**config.mk**
```make
export PLATFORM = sky130hd
export DESIGN_NAME = key_reduce_stage
export DESIGN_NICKNAME = d
export VERILOG_FILES = /design/src/rtl/key_reduce_stage.sv
export SDC_FILE = /design/constraint.sdc
export NUM_CORES = 1
export LEC_CHECK = 0
export ABC_AREA = 0
export CAP_MARGIN = 20
export CORE_ASPECT_RATIO = 2
export CORE_UTILIZATION = 40
export CTS_BUF_LIST = sky130_fd_sc_hd__clkbuf_4 sky130_fd_sc_hd__clkbuf_8 sky130_fd_sc_hd__clkbuf_16
export CTS_CLUSTER_SIZE = 14
export DETAILED_ROUTE_END_ITERATION = 10
export GPL_TIMING_DRIVEN = 0
export PLACE_DENSITY = 0.79
export SYNTH_ARGS = -nofsm -noshare
export SYNTH_HDL_FRONTEND = slang
export SYNTH_SLANG_ARGS = --single-unit
```
**constraint.sdc**
```tcl
create_clock -name clk -period 3.3 [get_ports clk]
set_clock_uncertainty 0.1 [all_clocks]
set_input_delay 0.66 -clock clk [delete_from_list [all_inputs] [get_ports clk]]
set_output_delay 0.66 -clock clk [all_outputs]
set_load 0.05 [all_outputs]
```
**src/rtl/key_reduce_stage.sv**
```systemverilog
`default_nettype none
// ============================================================================
// Module      : key_reduce_stage
// Description : Merges consecutive same-key FIFO words into {key, sum, count}
//               results with a valid/ready output handshake.
// Revision    : 1.0 - initial release
// ============================================================================
module key_reduce_stage #(
    parameter int KEY_WIDTH = 16,
    parameter int VAL_WIDTH = 48,
    parameter int CNT_WIDTH = 8
) (
    input  logic                          clk,
    input  logic                          rst,
    input  logic [KEY_WIDTH+VAL_WIDTH-1:0] fifo_data,
    input  logic                          fifo_empty,
    output logic                          fifo_consume,
    input  logic                          flush,
    output logic                          out_valid,
    input  logic                          out_ready,
    output logic [KEY_WIDTH-1:0]          out_key,
    output logic [VAL_WIDTH-1:0]          out_sum,
    output logic [CNT_WIDTH-1:0]          out_count,
    output logic                          busy
);

    localparam logic [CNT_WIDTH-1:0] CNT_MAX = '1;
    localparam logic [CNT_WIDTH-1:0] CNT_ONE = CNT_WIDTH'(1);

    typedef enum logic [1:0] {
        S_IDLE  = 2'd0,
        S_ACCUM = 2'd1,
        S_EMIT  = 2'd2
    } state_t;

    state_t                 state_q, state_d;
    logic [KEY_WIDTH-1:0]   key_q, key_d;
    logic [VAL_WIDTH-1:0]   sum_q, sum_d;
    logic [CNT_WIDTH-1:0]   cnt_q, cnt_d;
    logic                   valid_q;

    logic                   w_consume;
    logic                   w_load;
    logic [KEY_WIDTH-1:0]   w_head_key;
    logic [VAL_WIDTH-1:0]   w_head_val;

    assign w_head_key = fifo_data[KEY_WIDTH+VAL_WIDTH-1:VAL_WIDTH];
    assign w_head_val = fifo_data[VAL_WIDTH-1:0];

    always_comb begin
        state_d   = state_q;
        key_d     = key_q;
        sum_d     = sum_q;
        cnt_d     = cnt_q;
        w_consume = 1'b0;
        w_load    = 1'b0;

        case (state_q)
            S_IDLE: begin
                if (!fifo_empty) begin
                    w_load  = 1'b1;
                    state_d = S_ACCUM;
                end
            end
            S_ACCUM: begin
                if (flush || (cnt_q == CNT_MAX)) begin
                    state_d = S_EMIT;
                end else if (!fifo_empty) begin
                    if (w_head_key != key_q) begin
                        state_d = S_EMIT;
                    end else begin
                        w_consume = 1'b1;
                        sum_d     = sum_q + w_head_val;
                        cnt_d     = cnt_q + CNT_ONE;
                    end
                end
            end
            S_EMIT: begin
                // Reloading from the head on the handshake avoids an idle bubble.
                if (out_ready) begin
                    if (!fifo_empty) begin
                        w_load  = 1'b1;
                        state_d = S_ACCUM;
                    end else begin
                        state_d = S_IDLE;
                    end
                end
            end
            default: state_d = S_IDLE;
        endcase

        if (w_load) begin
            w_consume = 1'b1;
            key_d     = w_head_key;
            sum_d     = w_head_val;
            cnt_d     = CNT_ONE;
        end
    end

    always_ff @(posedge clk) begin
        if (rst) begin
            state_q <= S_IDLE;
            key_q   <= '0;
            sum_q   <= '0;
            cnt_q   <= '0;
            valid_q <= 1'b0;
        end else begin
            state_q <= state_d;
            key_q   <= key_d;
            sum_q   <= sum_d;
            cnt_q   <= cnt_d;
            valid_q <= (state_d == S_EMIT);
        end
    end

    assign fifo_consume = w_consume && !rst;
    assign out_valid    = valid_q;
    assign out_key      = key_q;
    assign out_sum      = sum_q;
    assign out_count    = cnt_q;
    assign busy         = (state_q != S_IDLE);

endmodule
`default_nettype wire

```
==> reports/qor.csv, run 1 <==
metric,value,unit
run status,completed,
placeable core region,14700,um^2
clock sink count,75,
Worst setup SP type,input port,
multi-input logic portion of the cell area,54.0,%
multi-input logic area,4770,um^2
most frequent logic cell in the layout,sky130_fd_sc_hd__nand2_1,
Die Span X,88.8,um
number of distinct library cells after synthesis,75,
instance count along the most critical hold path,2,
chip area from the yosys synthesis statistics,6030,um^2
summed negative setup slack over all endpoints,0,ns
worst-skew pair later-pin latency,0.35,ns
post-synthesis xor/xnor area fraction,8.57,%
power in the clock group,1.08,mW
buffer count excluding the clock tree in the final layout,220,
layout inverter count without the clock tree,15,
clock network power share,29.3,%
setup violation total in the final timing report,0,
yosys cell count,800,
Max clock buf depth,2,
launch instance of the worst min-delay path,out_key[0],
"arithmetic-cell share of the synthesized area counting full adders, half adders and majority gates",10.3,%
leakage power total,3.58,nW
portion of total power attributed to combinational logic,42.3,%
largest net degree at the start of global routing,17,
clock buffer count from CTS,9,
initial antenna violation count,0,
overflow left after global routing,0,
number of multi-input combinational cells in the layout,657,
sum of net half-perimeters after detailed placement,16.1,mm
die area,15600,um^2
vias per cell,5.86,
clock period minus worst slack,3.26,ns
simple-gate portion of the synthesized area,21.6,%
"Seq/Total Area, Yosys",24.9,%
largest driver fanout on the critical path,3,
flip-flop and latch count after synthesis,75,
first-pass GRT wire length,32.9,mm
share of total power consumed by net switching,39.7,%
max-slew violation count,0,
net count after synthesis,918,
num rows,63,
transition time at the pin with the least slew margin,0.738,ns
Net Sw Power,1.46,mW
total number of nets in the final design,1096,
die outline height,176,um
number of levels in the clock H-tree,3,
Buffers on Ports,142,
required arrival time at the worst endpoint,3.40,ns
CTS root buffer,sky130_fd_sc_hd__clkbuf_16,
Max-area cell class,multi-input combinational cells,
"AND-OR/OR-AND Cells, Area Fraction",28.8,%
number of tap cells inserted,195,
run 1: stage by stage:
| step | util, % | hold WS (ns) | instances | instance area [um^2] |
|---|---|---|---|---|
| after CTS | 56.7 | 0.389 | 1164 | 8360 |
| final | 60.0 | 0.384 | 1178 | 8840 |
| after global routing | 60.0 | 0.408 | 1178 | 8840 |
| after detailed placement | 52.3 | 0.379 | 1137 | 7700 |
| after global placement | 52.3 | 0.367 | 1137 | 7700 |
| after floorplan | - | 0.386 | 800 | 6040 |
run 1: registers in the layout, indices dropped and copies added (netlist names):
| name | count |
|---|---|
| out_sum | 48 |
| out_count | 8 |
| out_key | 16 |
| out_valid | 1 |
| state_q | 2 |
run 1: repair_timing:
item / CTS / global route
pin swaps: 25 / 54
gates resized: 74 / 94
setup endpoints to repair: 48 / 23
buffers inserted: 13 / 18
run 1: critical path: stages:
cell	delay (ns)
sky130_fd_sc_hd__dlygate4sd2_1	0.29
sky130_fd_sc_hd__ha_4	0.25
sky130_fd_sc_hd__nor2b_2	0.17
sky130_fd_sc_hd__o31a_1	0.29
sky130_fd_sc_hd__o311ai_4	0.34
sky130_fd_sc_hd__buf_4	0.19
sky130_fd_sc_hd__a21oi_2	0.07
sky130_fd_sc_hd__o21ai_2	0.22
sky130_fd_sc_hd__nand3_2	0.13
sky130_fd_sc_hd__a311oi_2	0.37
sky130_fd_sc_hd__nor2_1	0.11
sky130_fd_sc_hd__mux2i_1	0.18
sky130_fd_sc_hd__a21oi_1	0.09
run 1: metal layers:
| metal | global-route usage (%) | up-vias | wire, um |
|---|---|---|---|
| met5 | 0 | - | 0 |
| met3 | 3.71 | 115 | 954 |
| met1 | 26.9 | 3259 | 7690 |
| li1 | - | 3261 | - |
| met2 | 50.5 | 270 | 11700 |
| met4 | 21.0 | 0 | 1800 |
**Run 1: supply network**

Pins as bars on the die edge.
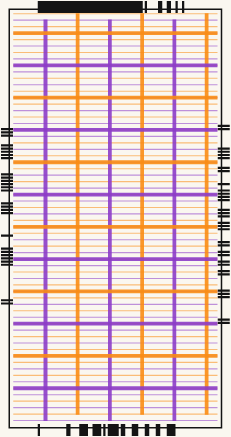
[orange] VDD
[purple] VSS
met5 straps: 12
rows: 63

**Run 1: placement by cell class**

The bar under the picture is 20 um long.
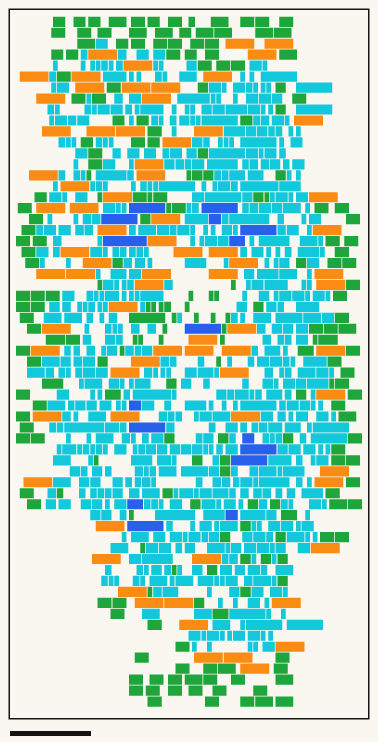
[orange] flip-flops | cells: 75 | share of their area: 17%
[cyan] all other logic | cells: 672 | share of their area: 56%
[blue] clock drivers and dummy loads | cells: 16 | share of their area: 3.6%
[green] other buffers and delay cells | cells: 220 | share of their area: 23%

**Run 1: clock wires, drivers and flops**

The bar under the picture is 20 um long.
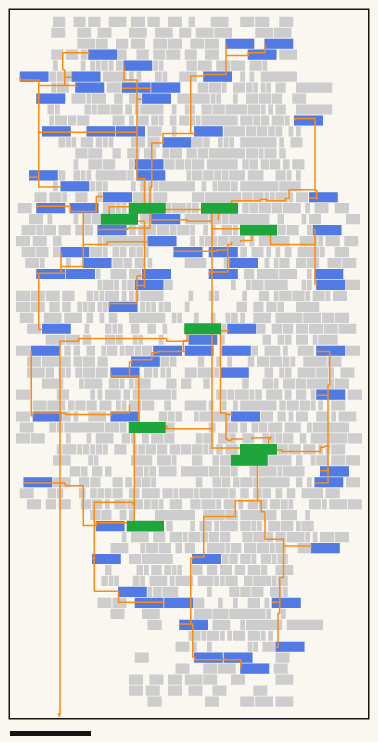
[blue] flip-flops | count: 75
[orange] clock wires | length: 1240 um
[green] cells driving clock nets | count: 9
routed clock nets: 10
flops lie: spread over the die

--- run 2 (diff from run 1) ---
Settings changed: CORE_MARGIN from default to 8.
**Run 2: clock wires, drivers and flops**

The bar under the picture is 20 um long.
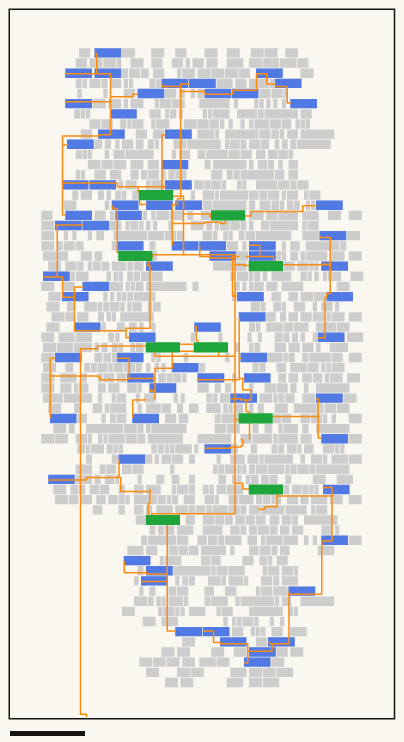
[blue] flip-flops | count: 75
[green] cells driving clock nets | count: 9
[orange] clock wires | length: 1240 um
routed clock nets: 10

**Run 2: placement by cell class**

The bar under the picture is 20 um long.
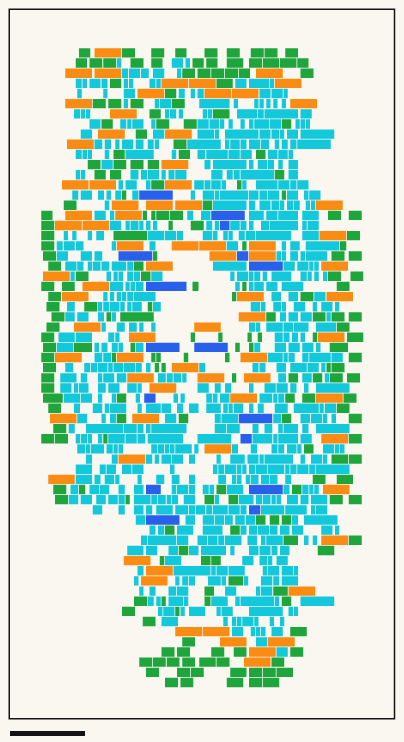
[blue] clock drivers and dummy loads | cells: 16 | share of their area: 3.6%
[cyan] all other logic | cells: 672 | share of their area: 57%
[green] other buffers and delay cells | cells: 215 | share of their area: 22%
[orange] flip-flops | cells: 75 | share of their area: 18%

==> run 2 against run 1 <==
  * Area after synthesis did not move
  * Register-to-register slack improved by 0.12 ns
  * Total power fell by 0.74%
  * Global-route usage fell by 4.5 points
  * Critical endpoint unchanged
  * First-iteration DRC count fell by 12%
  * Highest routed layer unchanged
  * Sequential share of layout area barely moved
  * Die size rose by 25%
  * Setup slack got worse by 0.031 ns
  * Sequential power barely moved
  * Wire length rose by 5.7%
  * Non-clock buffer count fell by 5
==> reports/qor.csv, run 2 <==
metric,value,unit,change
run status,completed,,
max-slew violation count,0,,unchanged
Highest Signal Layer,met4,,
clock edge transition at the registers on the reported setup and hold paths,0.07,ns,
final design area excluding fillers,8810,um^2,-0.25%
placeable core region,14800,um^2,+0.53%
max FFs per register,48,,unchanged
first-pass GRT wire length,35.3,mm,+7.3%
chip area from the yosys synthesis statistics,6030,um^2,unchanged
setup violation total in the final timing report,0,,unchanged
sum of net half-perimeters after detailed placement,17.3,mm,+7.5%
overflow left after global routing,0,,unchanged
die outline height,190,um,+8.0%
CTS Hold Buffers Added,0,,
Antenna Cells,0,,
yosys cell count,800,,unchanged
number of hold-slack violations in the final timing report,0,,
clock period minus worst slack,3.29,ns,+0.0310 ns
most prevalent standard cell on the critical path,sky130_fd_sc_hd__a21oi_1,,
required arrival time at the worst endpoint,3.40,ns,about the same
WP buf/inv,1,,-1
largest net degree at the start of global routing,16,,-1
largest driver fanout on the critical path,7,,+4
Buffers on Ports,142,,unchanged
die area,19500,um^2,+25%
peak ir drop on the vdd network,340,uV,
total standard cell area after synthesis,6030,um^2,
total vias in the final route,6965,,
Worst setup SP type,input port,,
"arithmetic-cell share of the synthesized area counting full adders, half adders and majority gates",10.3,%,unchanged
num rows,63,,unchanged
worst path cell trace,clkdlybuf4s50_1 > ha_2 > a21oi_4 > o21ai_1 > a21oi_1 > o311ai_2 > o21ai_2 > nand3_2 > a311oi_4 > nor2_1 > mux2i_1 > a21oi_1,,
"FFs w/ async S/R, synth",0,%,
Die Span X,103,um,+16%
initial antenna violation count,0,,unchanged
smallest hold slack,0.385,ns,+0.00143 ns
number of levels in the clock H-tree,3,,unchanged
met2 routed WL,12.6,mm,+7.8%
Critical Path Slowest Stage Cell,sky130_fd_sc_hd__clkdlybuf4s50_1,,
clock buffer count from CTS,9,,unchanged
top cell family by delay on the critical path,AND-OR/OR-AND gates,,
cell type with the largest total area,sky130_fd_sc_hd__dfxtp_1,,
leakage power total,3.52,nW,-1.5%
clock sink count,75,,unchanged
Slowest Stage Delay on Critical Path,0.51,ns,+0.14 ns
cell area reported after detailed placement,7700,um^2,unchanged
total number of nets in the final design,1091,,-0.46%
number of warnings issued by yosys,0,,
vias per cell,5.94,,+1.3%
last weighted congestion value of the routability-driven placer,0.930,,
"AND-OR/OR-AND Cells, Area Fraction",28.8,%,unchanged
net count after synthesis,918,,unchanged
most numerous logic cells after layout,"128 x sky130_fd_sc_hd__nand2_1, 105 x sky130_fd_sc_hd__clkdlybuf4s50_1, 78 x sky130_fd_sc_hd__nor2_1",,
most frequent logic cell in the layout,sky130_fd_sc_hd__nand2_1,,
transition time at the pin with the least slew margin,0.768,ns,+0.0307 ns
"Seq/Total Area, Yosys",24.9,%,unchanged
number of distinct library cells after synthesis,75,,unchanged
post-synthesis xor/xnor area fraction,8.57,%,unchanged
CTS root buffer,sky130_fd_sc_hd__clkbuf_16,,
largest family of logic cells by area,AND-OR/OR-AND gates,,
routed wire length on met3,1.34,mm,+40%
simple-gate portion of the synthesized area,21.6,%,unchanged
Max clock buf depth,2,,unchanged
initial detailed-routing violation count,316,,
flip-flop and latch count after synthesis,75,,unchanged
DRT met1 WL,7.85,mm,+2.0%
number of global-route vias before repair,6987,,
worst-skew pair later-pin latency,0.35,ns,about the same
power per cell area,415,nW/um^2,
gate count after technology mapping,800,,
**Run 2: metal layers overlaid**

Only two layers are drawn.
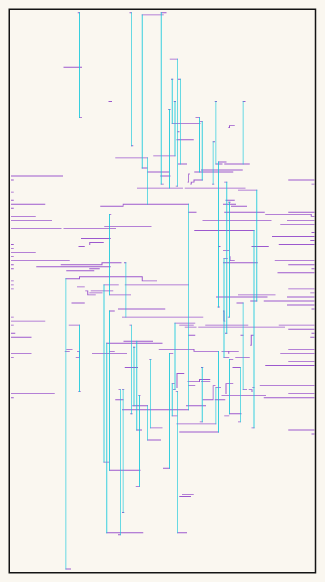
[purple] met3 | wire length: 1340 um
[cyan] met4 | wire length: 1600 um

==> run 2: path summary, 6_finish.rpt <==
check	end	startpoint	slack [ns]	depth (start not counted)
worst min-delay path	out_key[2]	out_key[2]	0.39	2
worst min register to register	out_key[2]	out_key[2]	0.39	2
worst max-delay path	out_sum[44]	fifo_data[13]	0.01	12
worst max register to register	out_sum[42]	out_sum[0]	0.26	13
==> run 2: layer usage <==
layer  GRT usage (%)  vias to the layer above
met5               0                        -
met3            4.76                      105
li1                -                     3246
met1            21.5                     3312
met2            42.6                      302
met4            17.3                        0
==> run 2: area by class of cell <==
class	instances	area [um^2]	share of cell area, %
multi-input combinational	657	4790	54.4
timing repair buffer	168	1630	18.5
sequential	75	1500	17.0
buffer	47	277	3.14
tap	195	244	2.77
clock buffer	9	225	2.56
clock inverter	7	83.8	0.951
inverter	15	58.8	0.667
==> run 2: metrics by stage <==
stage	total power, mW	setup TNS (ns)	setup WS, ns	std cells	util, %
global route	3.83	-0.111	-0.0881	1173	59.5
CTS	3.53	0	0.000124	1162	56.3
finish	3.66	0	0.00958	1173	59.5
global placement	2.40	-30.29	-1.73	1137	52.0
floorplan	1.99	0	0.122	800	-
detailed placement	2.41	-31.97	-1.76	1137	52.0
==> run 2: where the power goes <==
group | internal, mW | leakage [nW] | switching, mW
Combinational | 0.636 | 2.76 | 0.910
Clock | 0.602 | 0.149 | 0.460
Sequential | 0.973 | 0.619 | 0.0765
Total | 2.21 | 3.52 | 1.45
==> run 2: repair_timing <==
item	CTS	global route
setup endpoints to repair	48	20
resized	82	85
pin swaps	28	40
setup buffers	11	15
Power and IR drop assume default switching activity.
